### Routed clock nets over the placement

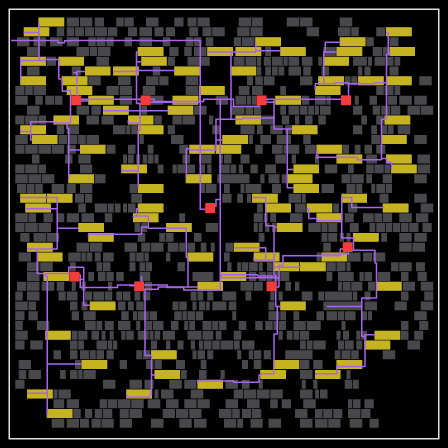
### Metal layers overlaid

Scale bar: 20 um.
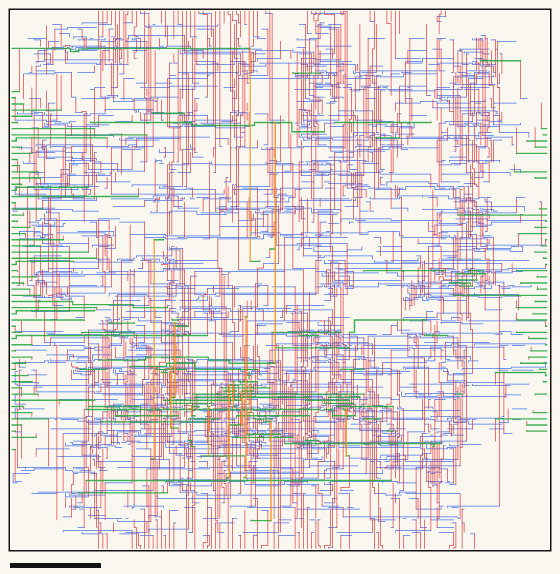
### Gate families picked out

Scale bar: 20 um.
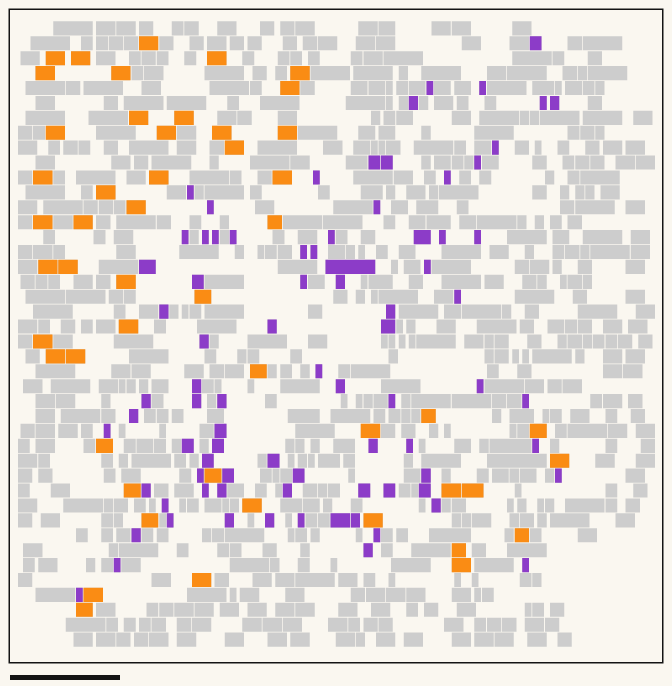
### Routing congestion map

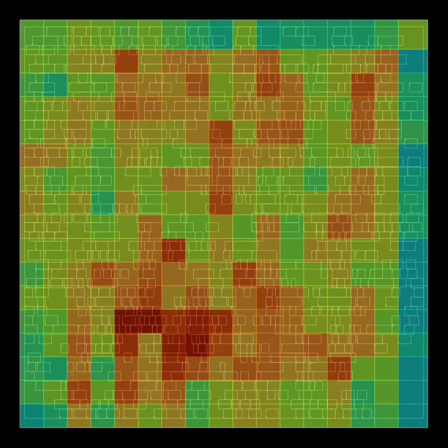
### Cell area per tile

The die is cut into 12 by 12 equal tiles; dark blue is low, red is high, 0 to 100% covered.
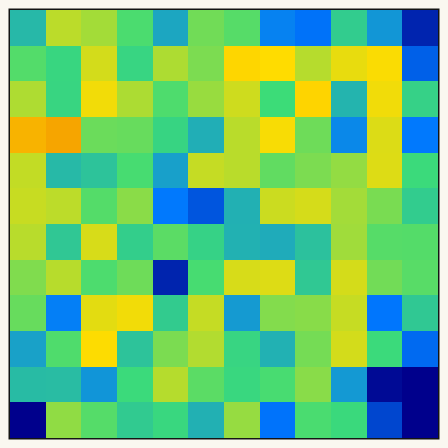
## config.mk

```make
export PLATFORM = sky130hd
export DESIGN_NAME = fetch_flat
export DESIGN_NICKNAME = d
export VERILOG_FILES = /design/src/rtl/fetch_if.sv /design/src/rtl/fetch.sv /design/src/flat_wrapper.sv
export SDC_FILE = /design/constraint.sdc
export NUM_CORES = 1
export LEC_CHECK = 0
export ABC_CLOCK_PERIOD_IN_PS = 4800
export CAP_MARGIN = 0
export CORE_UTILIZATION = 40
export CTS_BUF_LIST = sky130_fd_sc_hd__clkbuf_4
export DETAILED_ROUTE_END_ITERATION = 10
export PLACE_DENSITY_LB_ADDON = 0.1
export SETUP_SLACK_MARGIN = 0.3
export SYNTH_ARGS = -nofsm -noshare
export SYNTH_HDL_FRONTEND = slang
export SYNTH_SLANG_ARGS = --single-unit
export TNS_END_PERCENT = 1
```

## constraint.sdc

```tcl
create_clock -name i_clk -period 4.8 [get_ports i_clk]
set_input_delay 1.2 -clock i_clk [delete_from_list [all_inputs] [get_ports i_clk]]
set_output_delay 1.2 -clock i_clk [all_outputs]
set_load 0.1 [all_outputs]
```

## src/rtl/fetch_if.sv

```systemverilog
// Fetch-stage bundle: instruction memory read handshake plus the execute-stage
// interface. Fetch is the master; memory and execute together form the slave.
interface fetch_if;
  logic [31:0] o_addr;
  logic        o_rd_ready;
  logic [31:0] i_data;
  logic        i_rd_valid;
  logic [31:0] o_inst;
  logic [31:0] o_pc;
  logic        o_inst_valid;
  logic        i_finished;
  logic        i_pc_change;
  logic [31:0] i_new_pc;
  logic        i_invalid_inst;
  logic        o_halted;
  logic        o_misaligned;
  logic [31:0] o_retired;

  modport master (
    output o_addr, o_rd_ready, o_inst, o_pc, o_inst_valid,
           o_halted, o_misaligned, o_retired,
    input  i_data, i_rd_valid, i_finished, i_pc_change, i_new_pc, i_invalid_inst
  );

  modport slave (
    input  o_addr, o_rd_ready, o_inst, o_pc, o_inst_valid,
           o_halted, o_misaligned, o_retired,
    output i_data, i_rd_valid, i_finished, i_pc_change, i_new_pc, i_invalid_inst
  );
endinterface

```

## src/rtl/fetch.sv

```systemverilog
// Instruction fetch/sequencing stage: owns the PC, fetches one word per
// instruction, hands it to execute and picks the next PC on completion.
module fetch #(
  parameter logic [31:0] RESET_PC = 32'h0000_0000,
  parameter logic [31:0] NOP_INST = 32'h0000_0013
) (
  input  logic     i_clk,
  input  logic     i_rst,
  fetch_if.master  bus
);

  typedef enum logic [1:0] {S_FETCH, S_EXEC, S_HALT} state_t;

  state_t      r_state;
  logic [31:0] r_pc;
  logic [31:0] r_inst;
  logic        r_halted;
  logic        r_misaligned;
  logic [31:0] r_retired;

  state_t      w_state;
  logic [31:0] w_pc;
  logic [31:0] w_inst;
  logic        w_halted;
  logic        w_misaligned;
  logic [31:0] w_retired;
  logic [31:0] w_target;

  assign w_target = bus.i_pc_change ? bus.i_new_pc : (r_pc + 32'd4);

  always_ff @(posedge i_clk) begin
    if (i_rst) begin
      r_state      <= S_FETCH;
      r_pc         <= RESET_PC;
      r_inst       <= NOP_INST;
      r_halted     <= 1'b0;
      r_misaligned <= 1'b0;
      r_retired    <= 32'd0;
    end else begin
      r_state      <= w_state;
      r_pc         <= w_pc;
      r_inst       <= w_inst;
      r_halted     <= w_halted;
      r_misaligned <= w_misaligned;
      r_retired    <= w_retired;
    end
  end

  always_comb begin
    w_state      = r_state;
    w_pc         = r_pc;
    w_inst       = r_inst;
    w_halted     = r_halted;
    w_misaligned = r_misaligned;
    w_retired    = r_retired;

    bus.o_rd_ready   = 1'b0;
    bus.o_addr       = 32'd0;
    bus.o_inst_valid = 1'b0;
    bus.o_inst       = NOP_INST;
    bus.o_pc         = r_pc;
    bus.o_halted     = r_halted;
    bus.o_misaligned = r_misaligned;
    bus.o_retired    = r_retired;

    case (r_state)
      S_FETCH: begin
        bus.o_rd_ready = 1'b1;
        bus.o_addr     = r_pc;
        if (bus.i_rd_valid) begin
          w_inst  = bus.i_data;
          w_state = S_EXEC;
        end
      end
      S_EXEC: begin
        bus.o_inst_valid = 1'b1;
        bus.o_inst       = r_inst;
        if (bus.i_finished) begin
          if (bus.i_invalid_inst) begin
            // Illegal instruction: freeze the PC on it and do not retire it.
            w_state  = S_HALT;
            w_halted = 1'b1;
          end else begin
            w_retired = r_retired + 32'd1;
            w_pc      = w_target;
            if (w_target[1:0] != 2'b00) begin
              w_state      = S_HALT;
              w_halted     = 1'b1;
              w_misaligned = 1'b1;
            end else begin
              w_state = S_FETCH;
              w_inst  = NOP_INST;
            end
          end
        end
      end
      S_HALT: begin
        w_state = S_HALT;
      end
      default: begin
        w_state = S_HALT;
      end
    endcase
  end

endmodule

```

## src/flat_wrapper.sv

```systemverilog
// flat-port wrapper written by rule: the top's interface ports become plain ports
module fetch_flat 
#(
  parameter logic [31:0] RESET_PC = 32'h0000_0000,
  parameter logic [31:0] NOP_INST = 32'h0000_0013
)
  (i_clk, i_rst, bus_o_addr, bus_o_rd_ready, bus_o_inst, bus_o_pc, bus_o_inst_valid, bus_o_halted, bus_o_misaligned, bus_o_retired, bus_i_data, bus_i_rd_valid, bus_i_finished, bus_i_pc_change, bus_i_new_pc, bus_i_invalid_inst);
  fetch_if bus_i ();
  input  logic i_clk;
  input  logic i_rst;
  output wire logic [$bits(bus_i.o_addr)-1:0] bus_o_addr;
  output wire logic [$bits(bus_i.o_rd_ready)-1:0] bus_o_rd_ready;
  output wire logic [$bits(bus_i.o_inst)-1:0] bus_o_inst;
  output wire logic [$bits(bus_i.o_pc)-1:0] bus_o_pc;
  output wire logic [$bits(bus_i.o_inst_valid)-1:0] bus_o_inst_valid;
  output wire logic [$bits(bus_i.o_halted)-1:0] bus_o_halted;
  output wire logic [$bits(bus_i.o_misaligned)-1:0] bus_o_misaligned;
  output wire logic [$bits(bus_i.o_retired)-1:0] bus_o_retired;
  input wire logic [$bits(bus_i.i_data)-1:0] bus_i_data;
  input wire logic [$bits(bus_i.i_rd_valid)-1:0] bus_i_rd_valid;
  input wire logic [$bits(bus_i.i_finished)-1:0] bus_i_finished;
  input wire logic [$bits(bus_i.i_pc_change)-1:0] bus_i_pc_change;
  input wire logic [$bits(bus_i.i_new_pc)-1:0] bus_i_new_pc;
  input wire logic [$bits(bus_i.i_invalid_inst)-1:0] bus_i_invalid_inst;
  assign bus_o_addr = bus_i.o_addr;
  assign bus_o_rd_ready = bus_i.o_rd_ready;
  assign bus_o_inst = bus_i.o_inst;
  assign bus_o_pc = bus_i.o_pc;
  assign bus_o_inst_valid = bus_i.o_inst_valid;
  assign bus_o_halted = bus_i.o_halted;
  assign bus_o_misaligned = bus_i.o_misaligned;
  assign bus_o_retired = bus_i.o_retired;
  assign bus_i.i_data = bus_i_data;
  assign bus_i.i_rd_valid = bus_i_rd_valid;
  assign bus_i.i_finished = bus_i_finished;
  assign bus_i.i_pc_change = bus_i_pc_change;
  assign bus_i.i_new_pc = bus_i_new_pc;
  assign bus_i.i_invalid_inst = bus_i_invalid_inst;
  fetch #(.RESET_PC(RESET_PC), .NOP_INST(NOP_INST)) u_core (.i_clk(i_clk), .i_rst(i_rst), .bus(bus_i));
endmodule
```

==> metrics.cfg <==
[floorplan]
num_io_pins=202
rows=42

[power_and_ir_drop]
ir_worst_vdd_v=0.000199
p_sw_mw=0.600
internal-power_mw=1.15
p_sw_frac=0.343
p_leak_nw=2.60

[global_routing]
grt_pass1_wl_mm=28.7
antenna_found_initial=0
grt_max_degree=56

[critical_path]
critPathLaunchType=flop
crit_slowest_cell=dfxtp_1

[job]
warning_count=26

[final_timing]
fin_skew_ps=12.6
hold_ws_ps=501

[run_status]
status=complete, no violations

[cts]
clock_latency_ps=470
cts_max_path_buffers=2

[synthesis]
synth-main-ff-cell=dfxtp_1
synth_top_cell_by_area=dfxtp_1

[layout]
comb_area_sq_um=3160

-- 'Routed clock nets over the placement' (at the start) --
Red shows clock drivers, count 9. Purple shows clock wires, length 1300 um. Yellow shows flip-flops, count 100.
Position of the flops: spread over the die.
clock group total power: 0.446 mW
Clock power frac: 0.255

-- 'Metal layers overlaid' (at the start) --
Blue shows metal 1, wire length 7910 um. Orange shows metal 4, wire length 298 um. Red shows metal 2, wire length 8230 um. Green shows metal 3, wire length 1490 um.
final WL: 17.9 mm
Vias: 5930
WL per Instance: 17.9 um

-- 'Gate families picked out' (at the start) --
Purple shows NOR gates, cells 82. Orange shows AND-OR and OR-AND gates, cells 50, where spread over the die.
Commonest Layout Cell: clkdlybuf4s50_1
Layout Cells excl Fill: 1001

-- 'Routing congestion map' (at the start) --
GRT busiest layer: met2
Total Routing Usage GR: 0.251
Util after Layout: 0.562
met3 Use GR: 0.0761

-- 'Cell area per tile' (at the start) --
The fullest tile reaches 81%. The mean over all tiles is 51%. 2.1% of the tiles are nearly empty. The emptiest ninth of the die: lower right. 3.5% of the tiles are over 75% full.
Core Region: 13300 sq um
Pre-Place Util: 0.412

[sequential cells by signal (all words and copies together) (netlist names)]
signal                   cells
u_core.bus.o_pc             32
u_core.bus.o_retired        32
u_core.r_inst               32
u_core.r_state               2
u_core.bus.o_halted          1
u_core.bus.o_misaligned      1
[cells by family (layout without fill, tap and decap cells)]
family | count (synthesis) | count (layout) | synth area share
compound gates | 167 | 167 | 0.222
xor+xnor | 9 | 9 | 0.0144
fa+ha+maj | 2 | 2 | 0.00457
buf+inv | 75 | 237 | 0.0608
flops | 100 | 100 | 0.366
mux | 6 | 6 | 0.0117
simple gates | 304 | 304 | 0.321
[per-layer routing]
metal,global-route usage,vias to the layer above,part of all wire
met2,0.404,249,0.46
met1,0.327,2815,0.44
met5,0,-,0
li1,-,2835,-
met4,0.0641,0,0.017
met3,0.0761,31,0.083
[Yosys cell counts, types with 7 or more instances]
cell      instances
buf_2             8
nand4_1          34
nor4_1           11
clkbuf_1         41
a31oi_1          16
a32o_1           35
nand2_1          41
and2_1           55
and3_1           13
nand3_1          27
nor3_1           25
a21oi_1          41
o21ai_0          19
or3_1             7
o31ai_1          16
dfxtp_1         100
and4_1            9
or4_1            15
nor2_1           40
inv_1            15
[worst register-to-register path, stage by stage (launching register included)]
cell	delay, ps
dfxtp_1	610
nor2_2	880
and3_1	1020
a32o_1	230
[path summary, 6_finish.rpt]
kind                             from                       end  cells past startpoint
min          u_core.bus.o_retired[30]  u_core.bus.o_retired[30]                      2
max reg2reg         u_core.r_state[1]         u_core.r_inst[14]                      3
max                 u_core.r_state[0]            bus_o_inst[28]                      4
min reg2reg  u_core.bus.o_retired[30]  u_core.bus.o_retired[30]                      2
[per-stage QoR]
step	setup slack, ps	std cells
4_1_cts	863	1001
3_5_place_dp	1200	986
3_3_place_gp	1300	986
5_1_grt	617	1001
2_1_floorplan	321	663
6_report	892	1001
[power groups by stage]
stage               Clock [mW]  Combinational (mW)  Sequential [mW]
global route             0.487               0.427            0.900
CTS                      0.462               0.408            0.893
floorplan                    0               0.230            0.953
global placement             0               0.401            0.910
finish                   0.446               0.407            0.894
detailed placement           0               0.407            0.911
[final cells by class]
type                    count  share of cell area
multi-input cells         488               0.423
flip-flops and latches    100               0.268
repair buffers            207               0.255
well taps                 176              0.0295
clock buffers              10              0.0100
inverters                  15             0.00753
clock inverters             5             0.00720
Power is estimated from default activity; no workload was simulated.
